===== config.mk =====
export PLATFORM = sky130hd
export DESIGN_NAME = prbs_burst_sched
export DESIGN_NICKNAME = d
export VERILOG_FILES = /design/src/rtl/prbs_burst_sched.sv
export SDC_FILE = /design/constraint.sdc
export NUM_CORES = 1
export LEC_CHECK = 0
export ABC_AREA = 1
export CAP_MARGIN = 20
export CORE_UTILIZATION = 45
export DETAILED_ROUTE_END_ITERATION = 8
export GPL_TIMING_DRIVEN = 0
export PLACE_DENSITY = 0.67
export SLEW_MARGIN = 10
export SYNTH_ARGS = -nofsm -noshare
export SYNTH_HDL_FRONTEND = slang
export SYNTH_SLANG_ARGS = --single-unit

===== constraint.sdc =====
create_clock -name clk -period 2.4 [get_ports clk]
set_input_delay 0.36 -clock clk [delete_from_list [all_inputs] [get_ports clk]]
set_output_delay 0.36 -clock clk [all_outputs]
set_load 0.005 [all_outputs]

===== src/rtl/prbs_burst_sched.sv =====
// Burst scheduler for the QPSK test-pattern PRBS generators: seeds them, then strobes one
// enable per SPS-clock symbol period. Optional macro PRBS_RESUME_EN lets bursts continue the sequence.
module prbs_burst_sched #(
   parameter int SPS   = 4,
   parameter int PHASE = 0,
   parameter int CNT_W = 16
) (
   input  logic             clk,
   input  logic             rst,
   input  logic             start,
   input  logic             abort,
   input  logic [CNT_W-1:0] burst_len,
   output logic             prbs_rst_n,
   output logic             prbs_enable,
   output logic             sym_strobe,
   output logic [CNT_W-1:0] sym_count,
   output logic             busy,
   output logic             done
);

   localparam int PH_W = $clog2(SPS);

   typedef enum logic [1:0] {IDLE, SEED, RUN, DONE} state_t;

   state_t            state, state_nxt;
   logic [PH_W-1:0]   phase_p0;
   logic [CNT_W-1:0]  len_q;
   logic [CNT_W-1:0]  cnt_q;
   logic              strobe_p1;
   logic              accept;
   logic              en_p0;
   logic              last_en;
`ifdef PRBS_RESUME_EN
   logic              seeded;
`endif

   // The count never wraps; the largest burst length is the all-ones value.
   function automatic logic [CNT_W-1:0] sat_inc(input logic [CNT_W-1:0] v);
      return (&v) ? v : v + CNT_W'(1);
   endfunction

   assign accept  = (state == IDLE) && start && !abort;
   assign en_p0   = (state == RUN) && (phase_p0 == PH_W'(PHASE));
   assign last_en = en_p0 && (sat_inc(cnt_q) == len_q);

   always_comb begin
      state_nxt = state;
      case (state)
         IDLE: begin
            if (accept) begin
`ifdef PRBS_RESUME_EN
               if (seeded)
                  state_nxt = (burst_len == '0) ? DONE : RUN;
               else
                  state_nxt = SEED;
`else
               state_nxt = SEED;
`endif
            end
         end
         SEED: begin
            if (abort)
               state_nxt = IDLE;
            else
               state_nxt = (len_q == '0) ? DONE : RUN;
         end
         RUN: begin
            if (abort)
               state_nxt = IDLE;
            else if (last_en)
               state_nxt = DONE;
         end
         DONE:    state_nxt = IDLE;
         default: state_nxt = IDLE;
      endcase
   end

   // Stage p0: state, symbol phase, burst length and count
   always_ff @(posedge clk or posedge rst) begin
      if (rst) begin
         state    <= IDLE;
         phase_p0 <= '0;
         len_q    <= '0;
         cnt_q    <= '0;
      end else begin
         state <= state_nxt;
         if ((state == RUN) && (state_nxt == RUN))
            phase_p0 <= (phase_p0 == PH_W'(SPS - 1)) ? '0 : phase_p0 + PH_W'(1);
         else
            phase_p0 <= '0;
         if (accept) begin
            len_q <= burst_len;
            cnt_q <= '0;
         end else if (en_p0) begin
            cnt_q <= sat_inc(cnt_q);
         end
      end
   end

   // Stage p1: generator output bit valid one clock after the enable
   always_ff @(posedge clk or posedge rst) begin
      if (rst)
         strobe_p1 <= 1'b0;
      else
         strobe_p1 <= en_p0;
   end

`ifdef PRBS_RESUME_EN
   always_ff @(posedge clk or posedge rst) begin
      if (rst)
         seeded <= 1'b0;
      else if (abort)
         seeded <= 1'b0;
      else if (state == SEED)
         seeded <= 1'b1;
   end

   // Generator stays out of reset between bursts once seeded, so the sequence continues.
   assign prbs_rst_n = seeded && (state != SEED);
`else
   assign prbs_rst_n = (state == RUN) || (state == DONE);
`endif

   assign prbs_enable = en_p0;
   assign sym_strobe  = strobe_p1;
   assign sym_count   = cnt_q;
   assign busy        = (state == SEED) || (state == RUN);
   assign done        = (state == DONE);

endmodule

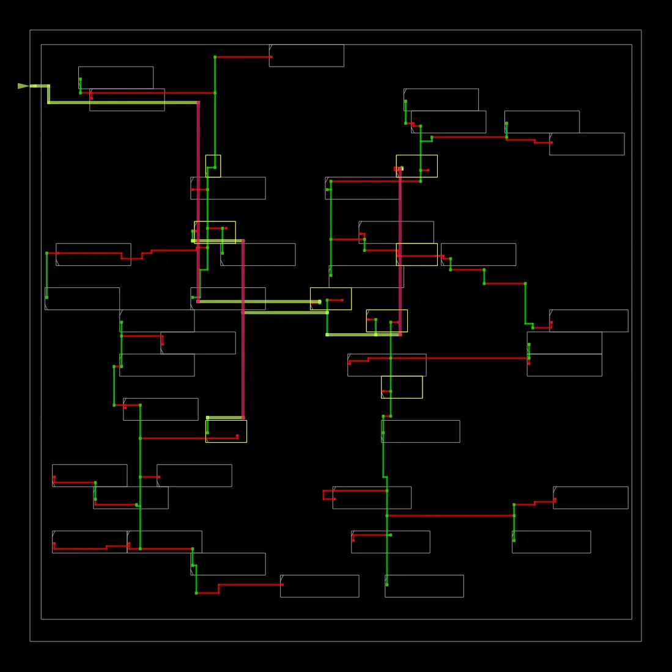
**Above:** clock nets.
CLK BUF: 7
clk sinks: 37
Clk power: 0.000503 W
cts bufs inserted: 5
worst-skew pair later-pin latency: 0.30 ns

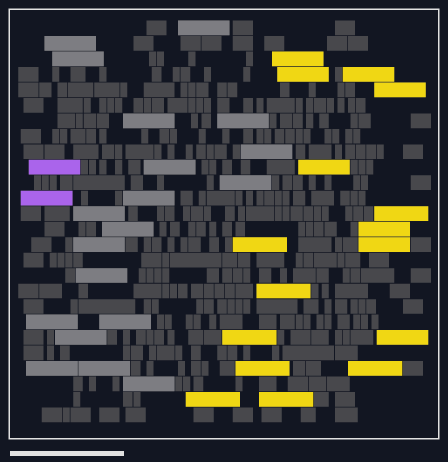
**Above:** register map, names as in the netlist.
Scale bar: 20 µm.
[phase_p0] purple | placed flops: 2
[sym_count] yellow | placed flops: 16
Util after Layout: 63.6%
Seq. pwr: 0.000947 W

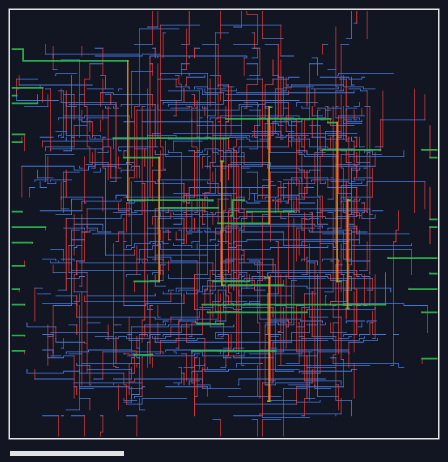
**Above:** signal wires by layer.
Scale bar: 20 µm.
[met4] orange | wire length: 157 µm
[met1] blue | wire length: 2,940 µm
[met3] green | wire length: 282 µm
[met2] red | wire length: 2,910 µm

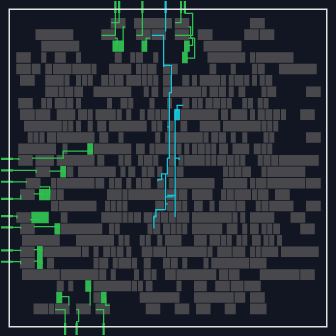
**Above:** wires at chosen ports, followed through buffers.
[burst_len] green | direction: input | edge: 8 west, 5 north, 3 south | end cells: 16 | buffers: 16 | wire: 152 µm
[prbs_enable] cyan | direction: output | edge: north | end cells: 1 | buffers: 2 | wire: 99.5 µm

==> qor.csv <==
stage,metric,value,unit
sta,hold slack,0.371,ns
cells_and_area,Nets,429,
sta,Max-slew headroom,67.9,%
clock_network,Max clock buf depth,2,
logic_synthesis,YS chip area,2410,µm²
global_route,initial antenna violation count,0,
routing,vias after detailed routing,2366,
run_status,outcome,completed,
floorplan,die width,75.2,µm
sta,min Tclk post-route,2.28,ns
logic_synthesis,ys cells,342,
placement,Detail Placement HPWL,4730,µm
floorplan,Die H,75.2,µm
worst_hold_path,worst min path class,input pin to async pin,
clock_network,clk root buf,clkbuf_8,
critical_path,Worst Path Required,2.63,ns
cells_and_area,P&R area growth vs syn,35.4,%
routing,final wirelength,6300,µm
sta,crit share post-route,94.9,%
global_route,first-pass GRT wire length,9990,µm
floorplan,# rows,26,
clock_network,"Reg clk slew, reported paths",0.08,ns
sta,Final Setup Violations,0,
cells_and_area,ant diodes,0,
logic_synthesis,synthesized area,2410,µm²
routing,Vias per Instance,5.00,
cells_and_area,fillcell total,484,
logic_synthesis,Unique cell types,27,
placement,Area after DPL,2930,µm²
logic_synthesis,Cells after Synth,342,
floorplan,num ports,41,
placement,RD Place Congestion,0.836,
sta,final count of pins violating max slew,0,
global_route,vias in the first global route,2091,
cells_and_area,final instance area,3270,µm²
logic_synthesis,"EDFF count, synth",0,
power,pwr/cell area,734,nW/µm²
sta,pin slew with the least headroom to its limit,0.481,ns
global_route,overflow left after global routing,0,
sta,RSZ-0062 raised after global routing,yes,
-- through the flow --
stage	worst slack [ns]	TNS (ns)
after CTS	0.00594	0
after global routing	-0.0721	-0.144
after floorplan	0.311	0
after global placement	-0.0929	-0.0929
final	0.122	0
after detailed placement	-0.100	-0.147
-- cells in the mapped netlist (4+ instances only) --
master | instances | area, µm²
o21ai_0 | 17 | 85.1
nor2_1 | 42 | 158
xor2_1 | 8 | 70.1
nand2_1 | 86 | 323
nand2_2 | 6 | 37.5
a21oi_1 | 15 | 75.1
dfrtp_1 | 37 | 926
ha_1 | 7 | 87.6
nand4_1 | 5 | 31.3
inv_1 | 48 | 180
buf_1 | 4 | 15.0
o22ai_1 | 4 | 25.0
nand3_1 | 38 | 190
-- layout make-up --
class                           count  area, µm²  share of cell area, %
Multi-Input combinational cell    248       1370                   41.9
Sequential cell                    37        936                   28.6
Timing Repair Buffer               53        539                   16.5
Inverter                           49        189                   5.78
Clock buffer                        7       96.3                   2.95
Tap cell                           70       87.6                   2.68
Buffer                              8       45.0                   1.38
Clock inverter                      1       5.00                  0.153
-- logic make-up after synthesis --
family          count (synthesis)  share of synthesized area [%]
simple gates                  194                           36.9
buf+inv                        57                           9.43
compound gates                 38                           8.35
flops                          37                           38.4
xor+xnor                        8                           2.90
fa+ha+maj                       7                           3.63
mux                             1                          0.467
-- power breakdown --
group	total (W)	leakage [nW]	switching, W	internal (W)
combinational	0.000948	1.10	0.000523	0.000425
sequential	0.000947	0.452	0.000155	0.000792
clock	0.000503	0.0542	0.000242	0.000260
-- sequential cells by signal (all words and copies together), names as in the netlist --
| register | flops |
|---|---|
| sym_strobe | 1 |
| sym_count | 16 |
| state | 2 |
| phase_p0 | 2 |
| len_q | 16 |
-- critical path: stages (launching register included) --
cell and delay, ns:
dfrtp_2 0.43, ha_4 0.18, nand2_4 0.05, nor2_4 0.14
nand2_4 0.10, nor2_8 0.14, inv_6 0.07, buf_6 0.14
nand2_2 0.07, nand2_1 0.05, nand2_1 0.05, nor2_1 0.04
nand2_1 0.06, nor2_1 0.04, nand2_1 0.09, nand2_1 0.05
nand2_1 0.06, nand2_2 0.06, a21oi_2 0.17, nand3_2 0.10
nor2_1 0.10
-- worst paths after layout --
kind                              start            to  slack [ns]
max                        sym_count[1]   phase_p0[0]        0.12
max reg2reg                sym_count[1]   phase_p0[0]        0.12
min                                 rst  sym_count[1]        0.37
min in group clk            phase_p0[0]   phase_p0[0]        0.54
max in group asynchronous           rst     len_q[13]        1.58
min reg2reg                 phase_p0[0]   phase_p0[0]        0.54
-- cell usage in the layout (no fill, tap or decap), types with 6 or more instances in the layout --
master           instances
clkdlybuf4s50_1         40
a21oi_1                 15
dfrtp_1                 29
o21ai_0                 14
nor2_1                  40
nand3_1                 36
buf_4                   11
nand2_2                 14
nand2_1                 77
nor2_4                   6
inv_1                   45
dfrtp_2                  8
clkbuf_8                 7
-- metal layers --
metal  GRT usage [%]  vias up  routed length [µm]
met5               0        -                   0
met4            10.3        0                 157
met3            3.61       15                 281
met2            37.4       66                2910
met1            33.8     1083                2940
li1                -     1202                   -
No activity file was given, so power comes from the tool's default toggle rates.
